Run 1, clock wires, drivers and flops:
Scale: 2 px per um.
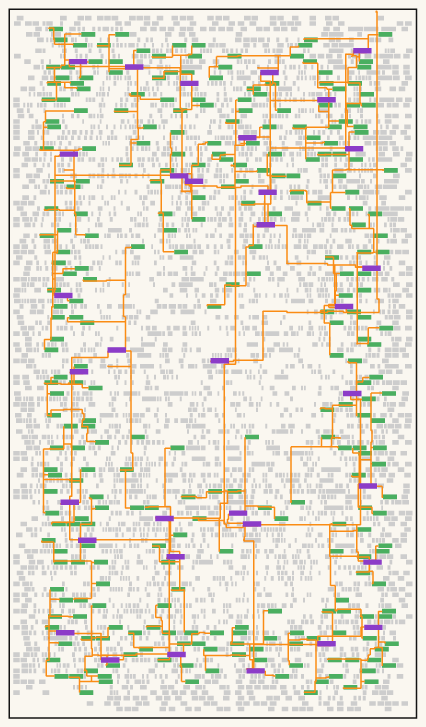
Run 1, placement by cell class:
Scale: 1.5 px per um. Fill, decap, tap and diode cells in grey.
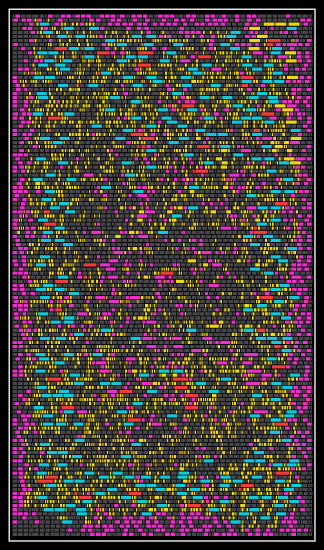
Run 1, the metal 2 layer:
Scale: 2 px per um. Cells faint in the background.
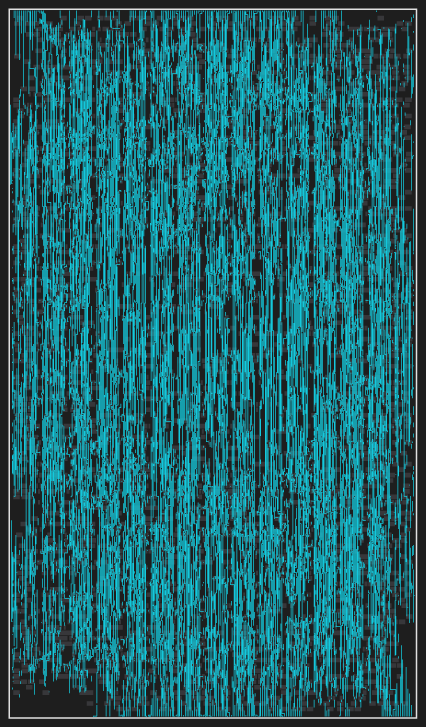
[src/rtl/ap_pkg.sv]
// Shared definitions for the associative-processor cell array: opcodes,
// sweep FSM states and the row-slice helper used to address the packed image.
package ap_pkg;

  localparam logic [2:0] AP_OP_NOP    = 3'd0;
  localparam logic [2:0] AP_OP_WR_ROW = 3'd1;
  localparam logic [2:0] AP_OP_WR_COL = 3'd2;
  localparam logic [2:0] AP_OP_RD_ROW = 3'd3;
  localparam logic [2:0] AP_OP_RD_COL = 3'd4;
  localparam logic [2:0] AP_OP_LOAD   = 3'd5;
  localparam logic [2:0] AP_OP_TAG_WR = 3'd6;
  localparam logic [2:0] AP_OP_CLEAR  = 3'd7;

  typedef enum logic {
    ST_IDLE  = 1'b0,
    ST_SWEEP = 1'b1
  } ap_state_t;

  // Lowest bit index of row 'row' in an image packed row-major with 'width' bits per row.
  function automatic int row_lo(input int row, input int width);
    return row * width;
  endfunction

endpackage

[src/rtl/ap_col_mux.sv]
// Combinational column extractor: picks bit 'col' of every row of a packed
// bit matrix. An out-of-range column yields all zeros.
module ap_col_mux
  import ap_pkg::*;
#(
  parameter int DATA_WIDTH = 16,
  parameter int DATA_DEPTH = 16,
  parameter int ADDR_WIDTH = 8
) (
  input  logic [DATA_WIDTH*DATA_DEPTH-1:0] data,
  input  logic [ADDR_WIDTH-1:0]            col,
  output logic [DATA_DEPTH-1:0]            col_bits
);

  always_comb begin
    col_bits = '0;
    for (int r = 0; r < DATA_DEPTH; r++) begin
      for (int c = 0; c < DATA_WIDTH; c++) begin
        if (int'(col) == c) begin
          col_bits[r] = data[row_lo(r, DATA_WIDTH) + c];
        end
      end
    end
  end

endmodule

[src/rtl/ap_cell_array.sv]
// Bit-matrix result/operand array with row/column access, masked tag writes,
// whole-array load and a one-row-per-cycle clear sweep. Define AP_ABS_EN to add
// the per-row 'sign' input that inverts tag-write data for the absolute-value pass.
module ap_cell_array
  import ap_pkg::*;
#(
  parameter int DATA_WIDTH     = 16,
  parameter int DATA_DEPTH     = 16,
  parameter int ADDR_WIDTH_CAM = 8
) (
  input  logic                             clk,
  input  logic                             rst,
  input  logic                             cmd_valid,
  output logic                             cmd_ready,
  input  logic [2:0]                       cmd_op,
  input  logic [ADDR_WIDTH_CAM-1:0]        cmd_addr,
  input  logic [DATA_WIDTH-1:0]            wr_row,
  input  logic [DATA_DEPTH-1:0]            wr_col,
  input  logic [DATA_DEPTH-1:0]            tag,
  input  logic [DATA_WIDTH-1:0]            mask,
  input  logic [DATA_WIDTH*DATA_DEPTH-1:0] load_data,
`ifdef AP_ABS_EN
  input  logic [DATA_DEPTH-1:0]            sign,
`endif
  output logic                             rd_valid,
  output logic [DATA_WIDTH-1:0]            rd_row,
  output logic [DATA_DEPTH-1:0]            rd_col,
  output logic                             cmd_err,
  output logic [DATA_WIDTH*DATA_DEPTH-1:0] Q
);

  localparam int CNT_W = (DATA_DEPTH > 1) ? $clog2(DATA_DEPTH) : 1;
  localparam logic [CNT_W-1:0] LAST_ROW = CNT_W'(DATA_DEPTH - 1);

  ap_state_t state, next_state;
  logic [CNT_W-1:0] sweep_cnt;
  logic [DATA_WIDTH*DATA_DEPTH-1:0] q, q_next;
  logic accept, row_ok, col_ok, is_row_op, is_col_op, addr_bad;
  logic [DATA_WIDTH-1:0] row_sel;
  logic [DATA_DEPTH-1:0] col_sel;

  assign accept    = cmd_valid && cmd_ready;
  assign row_ok    = int'(cmd_addr) < DATA_DEPTH;
  assign col_ok    = int'(cmd_addr) < DATA_WIDTH;
  assign is_row_op = (cmd_op == AP_OP_WR_ROW) || (cmd_op == AP_OP_RD_ROW);
  assign is_col_op = (cmd_op == AP_OP_WR_COL) || (cmd_op == AP_OP_RD_COL);
  assign addr_bad  = (is_row_op && !row_ok) || (is_col_op && !col_ok);
  assign Q         = q;

  always_ff @(posedge clk) begin
    if (rst) state <= ST_IDLE;
    else     state <= next_state;
  end

  // cmd_valid is used directly here so the ready/accept path stays acyclic.
  always_comb begin
    next_state = state;
    cmd_ready  = 1'b0;
    case (state)
      ST_IDLE: begin
        cmd_ready = 1'b1;
        if (cmd_valid && (cmd_op == AP_OP_CLEAR)) next_state = ST_SWEEP;
      end
      ST_SWEEP: begin
        if (sweep_cnt == LAST_ROW) next_state = ST_IDLE;
      end
      default: next_state = ST_IDLE;
    endcase
  end

  always_ff @(posedge clk) begin
    if (rst)                    sweep_cnt <= '0;
    else if (state == ST_SWEEP) sweep_cnt <= (sweep_cnt == LAST_ROW) ? '0 : sweep_cnt + 1'b1;
  end

  always_comb begin
    row_sel = '0;
    for (int r = 0; r < DATA_DEPTH; r++) begin
      if (int'(cmd_addr) == r) row_sel = q[row_lo(r, DATA_WIDTH) +: DATA_WIDTH];
    end
  end

  ap_col_mux #(
    .DATA_WIDTH(DATA_WIDTH),
    .DATA_DEPTH(DATA_DEPTH),
    .ADDR_WIDTH(ADDR_WIDTH_CAM)
  ) u_col_mux (
    .data    (q),
    .col     (cmd_addr),
    .col_bits(col_sel)
  );

  // Commands are never accepted during a sweep, so the two write sources never collide.
  always_comb begin
    q_next = q;
    if (state == ST_SWEEP) begin
      for (int r = 0; r < DATA_DEPTH; r++) begin
        if (int'(sweep_cnt) == r) q_next[row_lo(r, DATA_WIDTH) +: DATA_WIDTH] = '0;
      end
    end else if (accept && !addr_bad) begin
      case (cmd_op)
        AP_OP_WR_ROW: begin
          for (int r = 0; r < DATA_DEPTH; r++) begin
            if (int'(cmd_addr) == r) q_next[row_lo(r, DATA_WIDTH) +: DATA_WIDTH] = wr_row;
          end
        end
        AP_OP_WR_COL: begin
          for (int r = 0; r < DATA_DEPTH; r++) begin
            for (int c = 0; c < DATA_WIDTH; c++) begin
              if (int'(cmd_addr) == c) q_next[row_lo(r, DATA_WIDTH) + c] = wr_col[r];
            end
          end
        end
        AP_OP_LOAD: q_next = load_data;
        AP_OP_TAG_WR: begin
          for (int r = 0; r < DATA_DEPTH; r++) begin
            for (int c = 0; c < DATA_WIDTH; c++) begin
              if (tag[r] && mask[c]) begin
`ifdef AP_ABS_EN
                q_next[row_lo(r, DATA_WIDTH) + c] = wr_row[c] ^ sign[r];
`else
                q_next[row_lo(r, DATA_WIDTH) + c] = wr_row[c];
`endif
              end
            end
          end
        end
        default: ;
      endcase
    end
  end

  always_ff @(posedge clk) begin
    if (rst) q <= '0;
    else     q <= q_next;
  end

  // Reads sample the pre-write array; out-of-range reads still complete, with zero data.
  always_ff @(posedge clk) begin
    if (rst) begin
      rd_valid <= 1'b0;
      rd_row   <= '0;
      rd_col   <= '0;
      cmd_err  <= 1'b0;
    end else begin
      rd_valid <= accept && ((cmd_op == AP_OP_RD_ROW) || (cmd_op == AP_OP_RD_COL));
      cmd_err  <= accept && addr_bad;
      if (accept && (cmd_op == AP_OP_RD_ROW)) rd_row <= row_ok ? row_sel : '0;
      if (accept && (cmd_op == AP_OP_RD_COL)) rd_col <= col_ok ? col_sel : '0;
    end
  end

endmodule

[config.mk]
export PLATFORM = sky130hd
export DESIGN_NAME = ap_cell_array
export DESIGN_NICKNAME = d
export VERILOG_FILES = /design/src/rtl/ap_pkg.sv /design/src/rtl/ap_col_mux.sv /design/src/rtl/ap_cell_array.sv
export SDC_FILE = /design/constraint.sdc
export NUM_CORES = 1
export LEC_CHECK = 0
export ABC_AREA = 1
export CAP_MARGIN = 20
export CORE_ASPECT_RATIO = 1.75
export CORE_UTILIZATION = 30
export DETAILED_ROUTE_END_ITERATION = 10
export HOLD_SLACK_MARGIN = 0.06
export PLACE_DENSITY_LB_ADDON = 0.1
export SLEW_MARGIN = 10
export SYNTH_ARGS = -nofsm -noshare
export SYNTH_HDL_FRONTEND = slang
export SYNTH_HIERARCHICAL = 1
export SYNTH_SLANG_ARGS = --single-unit
[constraint.sdc]
create_clock -name clk -period 3.25 [get_ports clk]
set_input_delay 0.325 -clock clk [delete_from_list [all_inputs] [get_ports clk]]
set_output_delay 0.325 -clock clk [all_outputs]
set_load 0.05 [all_outputs]
==> results.json, run 1 <==
{
  "status": "complete, no violations",
  "r2r_cells": 9,
  "clk_pin_slew_ns": 0.06,
  "worstHoldPathType": "input pin to flop",
  "fp_nets": 3908,
  "hp-start": "rst",
  "crit_path_start": "cmd_addr[4]",
  "cts_hold_buf": 0,
  "fin_ws_ns": 0.212,
  "grt_usage_pct": 46.0,
  "drt-total-wl_um": 171000,
  "fp.dieArea_sq_mm": 0.0717,
  "die_w_um": 203,
  "comb_area_share_pct": 40.2,
  "slowest_delay_ns": 0.55,
  "final.fill_count": 7527,
  "whs_ns": 0.314,
  "cts.htree.levels": 2,
  "antenna_found_initial": 10,
  "comb_cells": 2642,
  "tns_ns": 0,
  "crit_type": "input pin to flop",
  "slew_violations": 0,
  "cp.required_ns": 3.64,
  "synthTopCellsByCount": "599 x a21oi_1, 530 x nand2_1, 400 x o21ai_0",
  "most_common_cell": "a21oi_1",
  "cap_violations": 0,
  "syn_avg_cell_area_sq_um": 5.94,
  "leakage_nw": 12.3,
  "finalClockPeriodUsage_pct": 93.5,
  "tap-cell-count": 910,
  "ys_seq_share_pct": 27.9,
  "antenna_cells": 5,
  "ys_seq_elements": 295,
  "syn_area_sq_mm": 0.0212,
  "post_cts_buffers": 0
}
About 'clock wires, drivers and flops':
orange -> clock wires  # length 5320 um
green -> flip-flops  # count 295
purple -> cells driving clock nets  # count 34
flops lie = spread over the die
routed clock nets = 35

About 'placement by cell class':
magenta -> other buffers and delay cells  # cells 968, share of their area 31%
red -> clock drivers and dummy loads  # cells 61, share of their area 3.7%
yellow -> all other logic  # cells 3049, share of their area 47%
cyan -> flops  # cells 295, share of their area 19%

About 'the metal 2 layer':
share of all routed wire = 44%
main direction = vertical
nets with wire on the layer = 3700
longest straight run = 139 um

## run 1: kinds of logic after synthesis
| family | synth area share, % |
|---|---|
| flip-flops | 27.9 |
| AND-OR/OR-AND | 28.0 |
| AND/OR/NAND/NOR | 31.9 |
| buffers and inverters | 12.0 |
| adder cells (fa/ha/maj) | 0.236 |
## run 1: power by group
group	switching [W]	internal, W
clock network	0.00186	0.00238
logic	0.00287	0.00145
registers	0.000424	0.00386
total	0.00515	0.00770
## run 1: worst max-delay path, delay by kind of cell
family / cells / cell delay [ns]
buf+inv: 5 / 1.18
simple gates: 12 / 1.82
compound gates: 1 / 0.06
## run 1: flip-flops by register name, summed over array words and instances (netlist names)
register,flops
Q,256
cmd_err,1
state,1
rd_col,16
rd_valid,1
rd_row,16
sweep_cnt,4
## run 1: cell usage in the layout (no fill, tap or decap), drive strengths merged
cell type        n
a21boi           1
nand3b           2
buf            345
nor3            31
nand2          534
o211ai           2
clkinv           9
nor4            19
clkinvlp         3
dfxtp          295
o21bai           2
clkdlybuf4s50  623
o2111ai          1
o21ai          500
o31ai           16
diode            5
nand4          118
bufinv           3
ha               4
or3             35
nor2           425
nand3          301
o21a             1
or2             25
a21oi          601
clkbuf          48
inv            405
o211a           24
## run 1: layer usage
| metal | vias up | routed length [um] | track usage (%) |
|---|---|---|---|
| li1 | 13595 | - | - |
| met1 | 14464 | 60400 | 52.2 |
| met2 | 2334 | 74300 | 71.9 |
| met3 | 669 | 17600 | 10.3 |
| met4 | 10 | 18500 | 41.5 |
| met5 | - | 59 | 0 |
Run 1, port wiring:
Scale: 1.5 px per um.
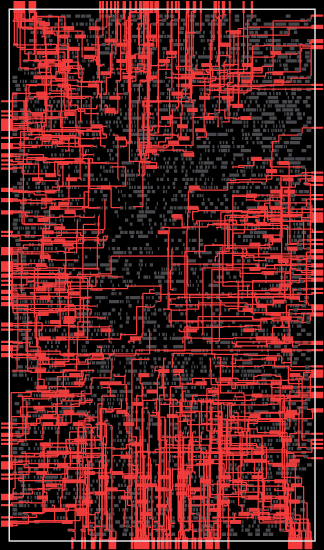

## Run 2: what changed since run 1
--- a/config.mk
+++ b/config.mk
@@ -11,7 +11,7 @@
 export CORE_UTILIZATION = 30
 export DETAILED_ROUTE_END_ITERATION = 10
 export HOLD_SLACK_MARGIN = 0.06
-export PLACE_DENSITY_LB_ADDON = 0.1
+export PLACE_DENSITY = 0.59
 export SLEW_MARGIN = 10
 export SYNTH_ARGS = -nofsm -noshare
 export SYNTH_HDL_FRONTEND = slang
Run 2, port wiring:
Scale: 1.5 px per um.
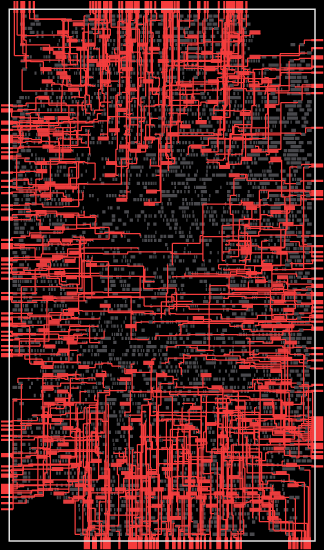
red -> Q  # bits 256, direction output, edge 66 left, 65 bottom, 63 top, 62 right, end cells 256, buffers 258, wire 25.9 mm
io pins: 625
I/O Buffers: 624

Run 2, placement by cell class:
Scale: 1.5 px per um. Fill, decap, tap and diode cells in grey.
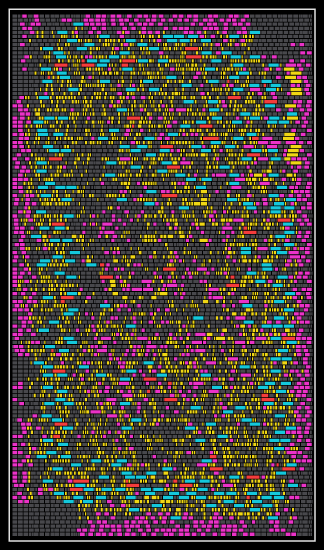
core box area: 0.0697 sq mm
Seq/total area: 18.3%
post-route cell area: 0.0323 sq mm
Site Rows: 128

==> results.json, run 2 <==
{
  "most_common_cell": "a21oi_1",
  "leakage_nw": 12.4,
  "lay_top_cells": "623 x clkdlybuf4s50_1, 599 x a21oi_1, 530 x nand2_1",
  "post_cts_buffers": 0,
  "crit_type": "input pin to flop",
  "grt_pass1_vias": 28564,
  "largest_register_ffs": 256,
  "cts_root_buf": "clkbuf_16",
  "cap_violations": 0,
  "fp.dieArea_sq_mm": 0.0717,
  "finalWeightedCongestion": 1.08,
  "p_seq_w": 0.00425,
  "whs_ns": 0.259,
  "die_w_um": 203,
  "internal_power_w": 0.00752,
  "power_leader": "registers",
  "slew_violations": 0,
  "clk_pin_slew_ns": 0.07,
  "powerComb_w": 0.00425,
  "path_buffers": 5,
  "syn_avg_cell_area_sq_um": 5.94,
  "top_area_cell": "dfxtp_1",
  "antenna_found_initial": 11,
  "r2r_cells": 9,
  "ys_seq_elements": 295,
  "switchingPower_w": 0.00503,
  "power.sequential.fraction_pct": 33.9,
  "slowest_delay_ns": 0.57,
  "drt-total-wl_um": 160000,
  "cp.required_ns": 3.82,
  "cts_hold_buf": 0,
  "lay_top_count": "clkdlybuf4s50_1",
  "crit_path_start": "cmd_addr[0]",
  "cts_tree": "yes",
  "critPathTopFamily": "simple AND/OR/NAND/NOR gates",
  "finalClockPeriodUsage_pct": 93.0,
  "status": "complete, no violations",
  "crit_cells": 19,
  "flop_cell": "dfxtp_1",
  "grt_usage_pct": 42.8,
  "worstHoldPathType": "input pin to flop",
  "powerClk_w": 0.00404,
  "combPwrFrac_pct": 33.9,
  "synthTopCellsByCount": "599 x a21oi_1, 530 x nand2_1, 400 x o21ai_0"
}
[run 2: metrics by stage]
step	setup slack [ns]	setup TNS [ns]	utilization, %	std cells
CTS	0.395	0	46.4	5306
global route	0.186	0	46.4	5308
global placement	-0.298	-2.31	44.8	5249
floorplan	1.12	0	-	3570
finish	0.228	0	46.4	5321
detailed placement	-0.253	-3.53	44.8	5249
[run 2: kinds of logic (layout without fill, tap and decap cells)]
group,Yosys count,in the layout,synth area share [%]
adder cells (fa/ha/maj),4,4,0.236
flip-flops,295,295,27.9
buffers and inverters,633,1459,12.0
AND/OR/NAND/NOR,1490,1490,31.9
other,0,15,0
AND-OR/OR-AND,1148,1148,28.0
[run 2: how the worst min path moves through the flow]
stage,start,endpoint,slack [ns],depth (start not counted)
finish,rst,rd_col[10],0.26,2
CTS,rst,rd_row[2],0.23,2
detailed placement,rd_col[3],rd_col[3],0.46,2
global placement,rd_col[4],rd_col[4],0.46,2
floorplan,cmd_valid,cmd_err,0.48,2
global route,rst,rd_col[12],0.26,2
[run 2: area by class of cell]
type | count | area, sq um
Timing Repair Buffer | 995 | 9700
Fill cell | 7470 | 37300
Tap cell | 910 | 1140
Clock buffer | 43 | 871
Sequential cell | 295 | 5910
Multi-Input combinational cell | 2642 | 13000
Antenna cell | 15 | 37.5
Clock inverter | 14 | 199
Inverter | 407 | 1540
[run 2: metal layers]
layer	share of wire, %	global-route usage [%]
met2	44	67.6
met3	9.8	8.10
met1	37	50.9
met4	9.0	33.0
met5	0.025	0
Power figures rest on the tool's default switching activity, not on a simulated workload.
